### src/rtl/multdiv32.sv
// Iterative 32-bit radix-2 multiply / restoring divide producing HI/LO; MULTDIV_SIGNED_EN selects signed mult/div.
// Latency: 32 cycles from the accepting edge to hi/lo update with a one-cycle done pulse.
// Backpressure: none; start is only sampled in IDLE and busy tells control to stall.
module multdiv32 #(
    parameter int WIDTH = 32
) (
    input  logic             clock,
    input  logic             reset,
    input  logic             start,
    input  logic [5:0]       funct,
    input  logic [WIDTH-1:0] operand_a,
    input  logic [WIDTH-1:0] operand_b,
    output logic [WIDTH-1:0] hi,
    output logic [WIDTH-1:0] lo,
    output logic             busy,
    output logic             done
);

    typedef enum logic {
        S_IDLE,
        S_RUN
    } state_t;

    localparam logic [5:0] LAST_ITER = 6'(WIDTH - 1);

    state_t             state_q, state_d;
    logic [WIDTH-1:0]   opa_q, opa_d;
    logic [WIDTH-1:0]   opb_q, opb_d;
    logic [2*WIDTH-1:0] acc_q, acc_d;
    logic [5:0]         cnt_q, cnt_d;
    logic               is_div_q, is_div_d;
    logic               div0_q, div0_d;
    logic [WIDTH-1:0]   hi_q, hi_d;
    logic [WIDTH-1:0]   lo_q, lo_d;
    logic               done_q, done_d;
`ifdef MULTDIV_SIGNED_EN
    logic               neg_q, neg_d;
    logic               rneg_q, rneg_d;
    logic               sign_a, sign_b;
`endif

    logic               legal;
    logic [WIDTH-1:0]   mag_a, mag_b;
    logic [WIDTH:0]     mul_sum;
    logic [WIDTH:0]     div_shift;
    logic               div_ok;
    logic [WIDTH-1:0]   div_rem;
    logic [2*WIDTH-1:0] iter_acc;
    logic [WIDTH-1:0]   res_hi, res_lo;

    assign legal = start && (funct[5:2] == 4'b0110);

`ifdef MULTDIV_SIGNED_EN
    // funct[0] clear selects the signed variants (mult/div)
    assign sign_a = ~funct[0] & operand_a[WIDTH-1];
    assign sign_b = ~funct[0] & operand_b[WIDTH-1];
    assign mag_a  = sign_a ? -operand_a : operand_a;
    assign mag_b  = sign_b ? -operand_b : operand_b;
`else
    assign mag_a  = operand_a;
    assign mag_b  = operand_b;
`endif

    // Multiply: acc holds the product, shifted right with the adder carry on top.
    // Divide:   acc holds {remainder, quotient}; dividend bits are fed from opa MSB.
    assign mul_sum   = {1'b0, acc_q[2*WIDTH-1:WIDTH]} + (opb_q[0] ? {1'b0, opa_q} : '0);
    assign div_shift = {acc_q[2*WIDTH-1:WIDTH], opa_q[WIDTH-1]};
    assign div_ok    = div_shift >= {1'b0, opb_q};
    assign div_rem   = div_ok ? WIDTH'(div_shift - {1'b0, opb_q}) : div_shift[WIDTH-1:0];

    always_comb begin
        iter_acc = {mul_sum, acc_q[WIDTH-1:1]};
        if (is_div_q) begin
            iter_acc = {div_rem, acc_q[WIDTH-2:0], div_ok};
        end
    end

    always_comb begin
        res_hi = iter_acc[2*WIDTH-1:WIDTH];
        res_lo = iter_acc[WIDTH-1:0];
`ifdef MULTDIV_SIGNED_EN
        if (is_div_q) begin
            if (neg_q)  res_lo = -iter_acc[WIDTH-1:0];
            if (rneg_q) res_hi = -iter_acc[2*WIDTH-1:WIDTH];
        end else if (neg_q) begin
            {res_hi, res_lo} = -iter_acc;
        end
`endif
        // Remainder already equals the dividend here; force the quotient pattern
        if (is_div_q && div0_q) begin
            res_lo = '1;
        end
    end

    always_comb begin
        state_d  = state_q;
        opa_d    = opa_q;
        opb_d    = opb_q;
        acc_d    = acc_q;
        cnt_d    = cnt_q;
        is_div_d = is_div_q;
        div0_d   = div0_q;
        hi_d     = hi_q;
        lo_d     = lo_q;
        done_d   = 1'b0;
`ifdef MULTDIV_SIGNED_EN
        neg_d    = neg_q;
        rneg_d   = rneg_q;
`endif
        case (state_q)
            S_IDLE: begin
                if (legal) begin
                    state_d  = S_RUN;
                    opa_d    = mag_a;
                    opb_d    = mag_b;
                    acc_d    = '0;
                    cnt_d    = '0;
                    is_div_d = funct[1];
                    div0_d   = (operand_b == '0);
`ifdef MULTDIV_SIGNED_EN
                    neg_d    = sign_a ^ sign_b;
                    rneg_d   = sign_a;
`endif
                end
            end
            S_RUN: begin
                acc_d = iter_acc;
                cnt_d = cnt_q + 6'd1;
                if (is_div_q) begin
                    opa_d = {opa_q[WIDTH-2:0], 1'b0};
                end else begin
                    opb_d = {1'b0, opb_q[WIDTH-1:1]};
                end
                if (cnt_q == LAST_ITER) begin
                    state_d = S_IDLE;
                    cnt_d   = '0;
                    hi_d    = res_hi;
                    lo_d    = res_lo;
                    done_d  = 1'b1;
                end
            end
            default: state_d = S_IDLE;
        endcase
    end

    always_ff @(posedge clock) begin
        if (reset) begin
            state_q  <= S_IDLE;
            opa_q    <= '0;
            opb_q    <= '0;
            acc_q    <= '0;
            cnt_q    <= '0;
            is_div_q <= 1'b0;
            div0_q   <= 1'b0;
            hi_q     <= '0;
            lo_q     <= '0;
            done_q   <= 1'b0;
`ifdef MULTDIV_SIGNED_EN
            neg_q    <= 1'b0;
            rneg_q   <= 1'b0;
`endif
        end else begin
            state_q  <= state_d;
            opa_q    <= opa_d;
            opb_q    <= opb_d;
            acc_q    <= acc_d;
            cnt_q    <= cnt_d;
            is_div_q <= is_div_d;
            div0_q   <= div0_d;
            hi_q     <= hi_d;
            lo_q     <= lo_d;
            done_q   <= done_d;
`ifdef MULTDIV_SIGNED_EN
            neg_q    <= neg_d;
            rneg_q   <= rneg_d;
`endif
        end
    end

    assign hi   = hi_q;
    assign lo   = lo_q;
    assign busy = (state_q == S_RUN);
    assign done = done_q;

endmodule

### config.mk
export PLATFORM = sky130hd
export DESIGN_NAME = multdiv32
export DESIGN_NICKNAME = d
export VERILOG_FILES = /design/src/rtl/multdiv32.sv
export SDC_FILE = /design/constraint.sdc
export NUM_CORES = 1
export LEC_CHECK = 0
export CAP_MARGIN = 20
export CELL_PAD_IN_SITES_DETAIL_PLACEMENT = 1
export CELL_PAD_IN_SITES_GLOBAL_PLACEMENT = 1
export CORE_UTILIZATION = 43
export CTS_CLUSTER_DIAMETER = 80
export DETAILED_ROUTE_END_ITERATION = 16
export GPL_ROUTABILITY_DRIVEN = 0
export HOLD_SLACK_MARGIN = 0.05
export PLACE_DENSITY = 0.81
export RECOVER_POWER = 100
export SLEW_MARGIN = 5
export SYNTH_ARGS = -nofsm -noshare
export SYNTH_HDL_FRONTEND = slang
export SYNTH_SLANG_ARGS = --single-unit
### constraint.sdc
create_clock -name clock -period 3.5 [get_ports clock]
set_input_delay 0.525 -clock clock [delete_from_list [all_inputs] [get_ports clock]]
set_output_delay 0.525 -clock clock [all_outputs]
set_load 0.01 [all_outputs]
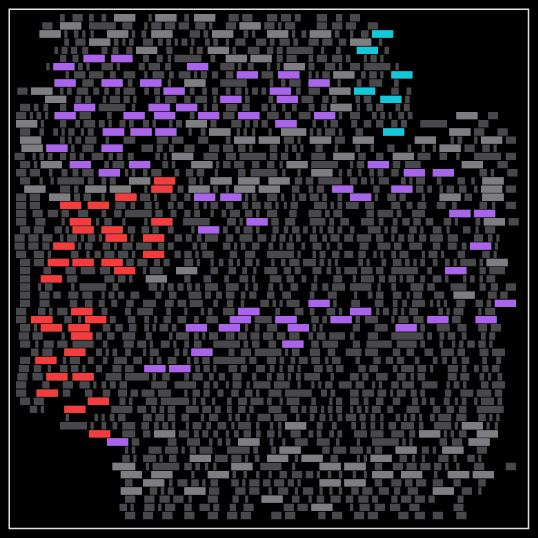
**Above:** register map, names as in the netlist.
(3 px per um) Other sequential cells in the stronger grey, the rest of the logic in the fainter grey.
- cyan: `cnt_q` (flops 6; where top right)
- red: `opa_q` (flops 32; where left middle)
- purple: `acc_q` (flops 64)
Final Core Density: 0.542
sequential cell area: 4050 um2
fraction of area in registers: 0.261

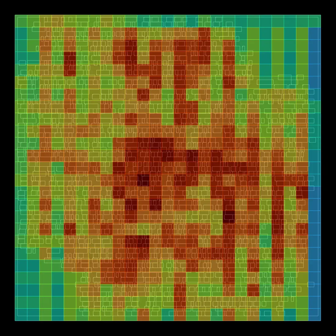
**Above:** congestion heat map.
met3 usage: 0.0330
GR peak layer: met2
met2 global-route usage: 0.479

==> qor.yml <==
logic_synthesis:
  syn_nets: 1673
  edf_count: 0
  synth-main-ff-cell: "dfxtp_1"
  synthDistinctLibCells: 79
  ys_ff: 202
  yosys_cells: 1532
  syn_area_um2: 12500
  async_reset_ff_frac: 0
  yosysChipArea_um2: 12500
  ys_warn_count: 0
  syn_area_per_cell_um2: 8.17
  synth_seq_share: 0.323
  netlist_instances: 1532
cells_and_area:
  nets: 1816
  fill_cells: 3424
  syn_to_final_growth_pct: 24.0
  final_area_um2: 15500
  instances_no_fill: 2075
  final-comb-area_um2: 7990
  antennaDiodeCount: 0
  drive_above_1_share: 0.124
clock_tree:
  root_buffer: "clkbuf_16"
  clk_latency_ps: 540
  cts_tree: "done"
  cts_inserted_buffers: 24
  clk_pin_slew_ps: 60
  htree_levels: 1
  cts_buffer_depth: 3
  cts_sinks: 202
routing:
  wl_per_cell_um: 20.6
  viasPerCell: 5.83
  drt_iter0_drc: 746
  drc_errors: 0
  detail-route-antenna-nets: 0
  drt_wl_total_mm: 42.7
  vias: 12100
  dr.pass1.iters: 5
power_and_ir_drop:
  combPwrFrac: 0.189
  seqPwrFrac: 0.388
  maxPowerGroup: "the clock network"
  clkPwrFrac: 0.423
  p_comb_uw: 1150
  p_int_uw: 4400
  ir_drop_mv: 0.285
  clk-power_uw: 2570
  cellPowerDensity_nw_per_um2: 391
  p_switching_uw: 1670
  p_leak_uw: 0.00641
  p_sw_frac: 0.275
  powerSeq_uw: 2350
final_timing:
  setup_violations: 0
  hold_ws_ps: 422
  hold_viol_final: 0
  layout_setup_ws_ps: 78.4
  worst_pin_slew_ps: 1870
  relSlewSlack: -0.248
  skew_ps: 13.9
  max_freq_ghz: 0.292
  period_minus_slack_ps: 3420
  drv_slew: 40
  fin_crit_sh: 0.978
hold_path:
  whs_endpoint: "cnt_q[1]$_SDFFE_PP0P_"
  hold_depth: 2
  hp-class: "primary input to flip-flop"
  hp-start: "reset"
placement:
  hpwl_mm: 31.4
  placedCellCount: 2025
  io_buffer_count: 137
  placed_cell_area_um2: 14600
  pre_cts_ws_ps: -21.1
worst_setup_path:
  cp-start-kind: "flip-flop"
  reg2reg_depth: 14
  arrival_ps: 3860
  crit_type: "flip-flop to flip-flop"
  r2r_slack_ps: 80
  critPathCapture: "hi[24]$_SDFFE_PP0P_"
  cp.required_ps: 3940
  startpoint: "opb_q[0]$_SDFFE_PP0P_"
  end_kind: "flip-flop"
  critPathMaxFanout: 5
  r2r_end: "hi[24]$_SDFFE_PP0P_"
  r2r_start: "opb_q[0]$_SDFFE_PP0P_"
grt:
  grt_pass1_wl_mm: 67.7
  first_global_vias: 12500
  grt_max_degree: 60
  grt-ovfl-total: 0
  antenna_found_initial: 0
  grt.total_usage: 0.281
run:
  maxCapViolations: 1
  tool_warnings: 28
floorplanning:
  io_pins: 139
  core_um2: 28600
  die_y_um: 173
  fp-row-count: 62
  fp.dieW_um: 173
  die-area_um2: 29800
  initCoreUtil: 0.437
outcome:
  violations: "capacitance limit, slew limit"
  status: "complete, but fails checks"
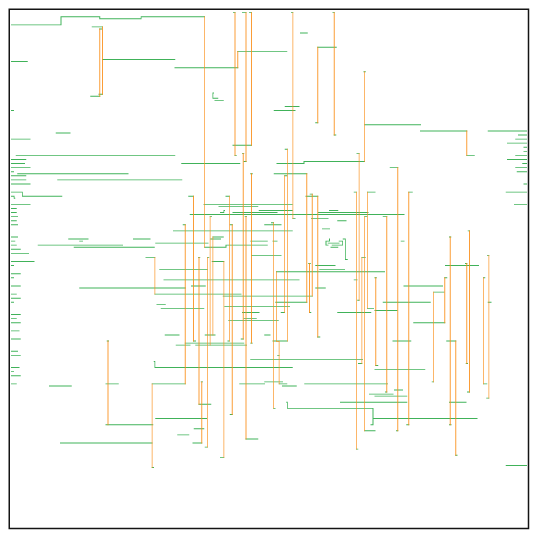
**Above:** wiring by layer.
(3 px per um) Two of the layers only.
- orange: M4 (wire length 2390 um)
- green: M3 (wire length 1840 um)

## routing by layer
| metal | track usage | wire length (um) | vias to the layer above |
|---|---|---|---|
| met3 | 0.0330 | 1840 | 114 |
| met2 | 0.479 | 20200 | 340 |
| met5 | 0 | 0 | - |
| met1 | 0.347 | 18300 | 5872 |
| li1 | - | - | 5770 |
| met4 | 0.150 | 2390 | 0 |
## synthesized netlist by cell type (8+ instances only)
cell type  count  area, um2
a21o_1        28        210
nand2_1       78        293
o21ai_0       73        365
a211oi_1      85        638
and2_1        36        225
mux2i_1       72        721
clkbuf_1      87        327
a21oi_2        8       70.1
inv_1         50        188
nor4_1         9       56.3
mux2_2        36        405
nor2b_1       39        244
nor3_1        43        215
xnor2_1       31        272
a21oi_1      112        561
and3_1        41        257
nand4_1       12       75.1
dfxtp_1      202       4040
nand3_1       23        115
a31oi_1       12       75.1
nand2b_1       8       50.1
a22o_1         8       70.1
nor2_1       216        811
mux2_4         9        135
ha_1          66        826
xor2_1        19        166
o21a_1         8       60.1
## timing repair
item | CTS | global route
setup buffers | 0 | 7
pin swaps | 0 | 5
hold buffers | 0 | 0
endpoints found under the setup margin | 2 | 47
resized | 2 | 26
## cells in the final DEF, fill, tap and decap left out, types with 36 or more instances in the layout
| cell type | n |
|---|---|
| mux2_2 | 36 |
| nor3_1 | 41 |
| a21oi_1 | 108 |
| nor2_1 | 215 |
| a211oi_1 | 84 |
| dfxtp_1 | 200 |
| dlygate4sd3_1 | 66 |
| inv_1 | 50 |
| nor2b_1 | 39 |
| buf_4 | 71 |
| o21ai_0 | 68 |
| ha_1 | 65 |
| clkdlybuf4s50_1 | 70 |
| and2_1 | 36 |
| and3_1 | 41 |
| mux2i_1 | 71 |
| nand2_1 | 78 |
## final cells by class
| class | instances | area share |
|---|---|---|
| multi-input combinational | 1179 | 0.515 |
| sequential | 202 | 0.261 |
| timing repair buffer | 217 | 0.129 |
| clock buffer | 34 | 0.0450 |
| tap | 384 | 0.0310 |
| inverter | 51 | 0.0123 |
| clock inverter | 8 | 0.00670 |
## per-stage QoR
stage / TNS, ps / total power [uW]
after global routing: -179 / 6260
after floorplan: 0 / 3070
after detailed placement: -21.1 / 3450
final: 0 / 6060
after global placement: 0 / 3430
after CTS: 0 / 6020
## logic make-up after synthesis
family | after synthesis | share of synthesized area
buffers and inverters | 151 | 0.0474
and+or+nand+nor | 537 | 0.208
muxes | 118 | 0.103
DFF | 202 | 0.323
adders and majority gates | 68 | 0.0692
AOI/OAI and AO/OA | 406 | 0.215
xor gates and xnor gates | 50 | 0.0350
## sequential cells by signal, indices dropped and copies added, names as in the netlist
| signal | count |
|---|---|
| acc_q | 64 |
| busy | 1 |
| cnt_q | 6 |
| div0_q | 1 |
| done | 1 |
| hi | 32 |
| is_div_q | 1 |
| lo | 32 |
| opa_q | 32 |
| opb_q | 32 |
## critical path, cell delays in order (launching register included)
cell	delay, ps
dfxtp_2	400
ha_1	210
inv_1	60
fa_1	390
a21o_1	230
a221oi_4	330
o311a_4	260
nor3_4	50
o21ai_0	210
a22oi_2	120
a311oi_2	340
xnor2_2	180
mux2i_1	110
a21o_1	200
a211oi_1	220
Power is estimated from default activity; no workload was simulated.
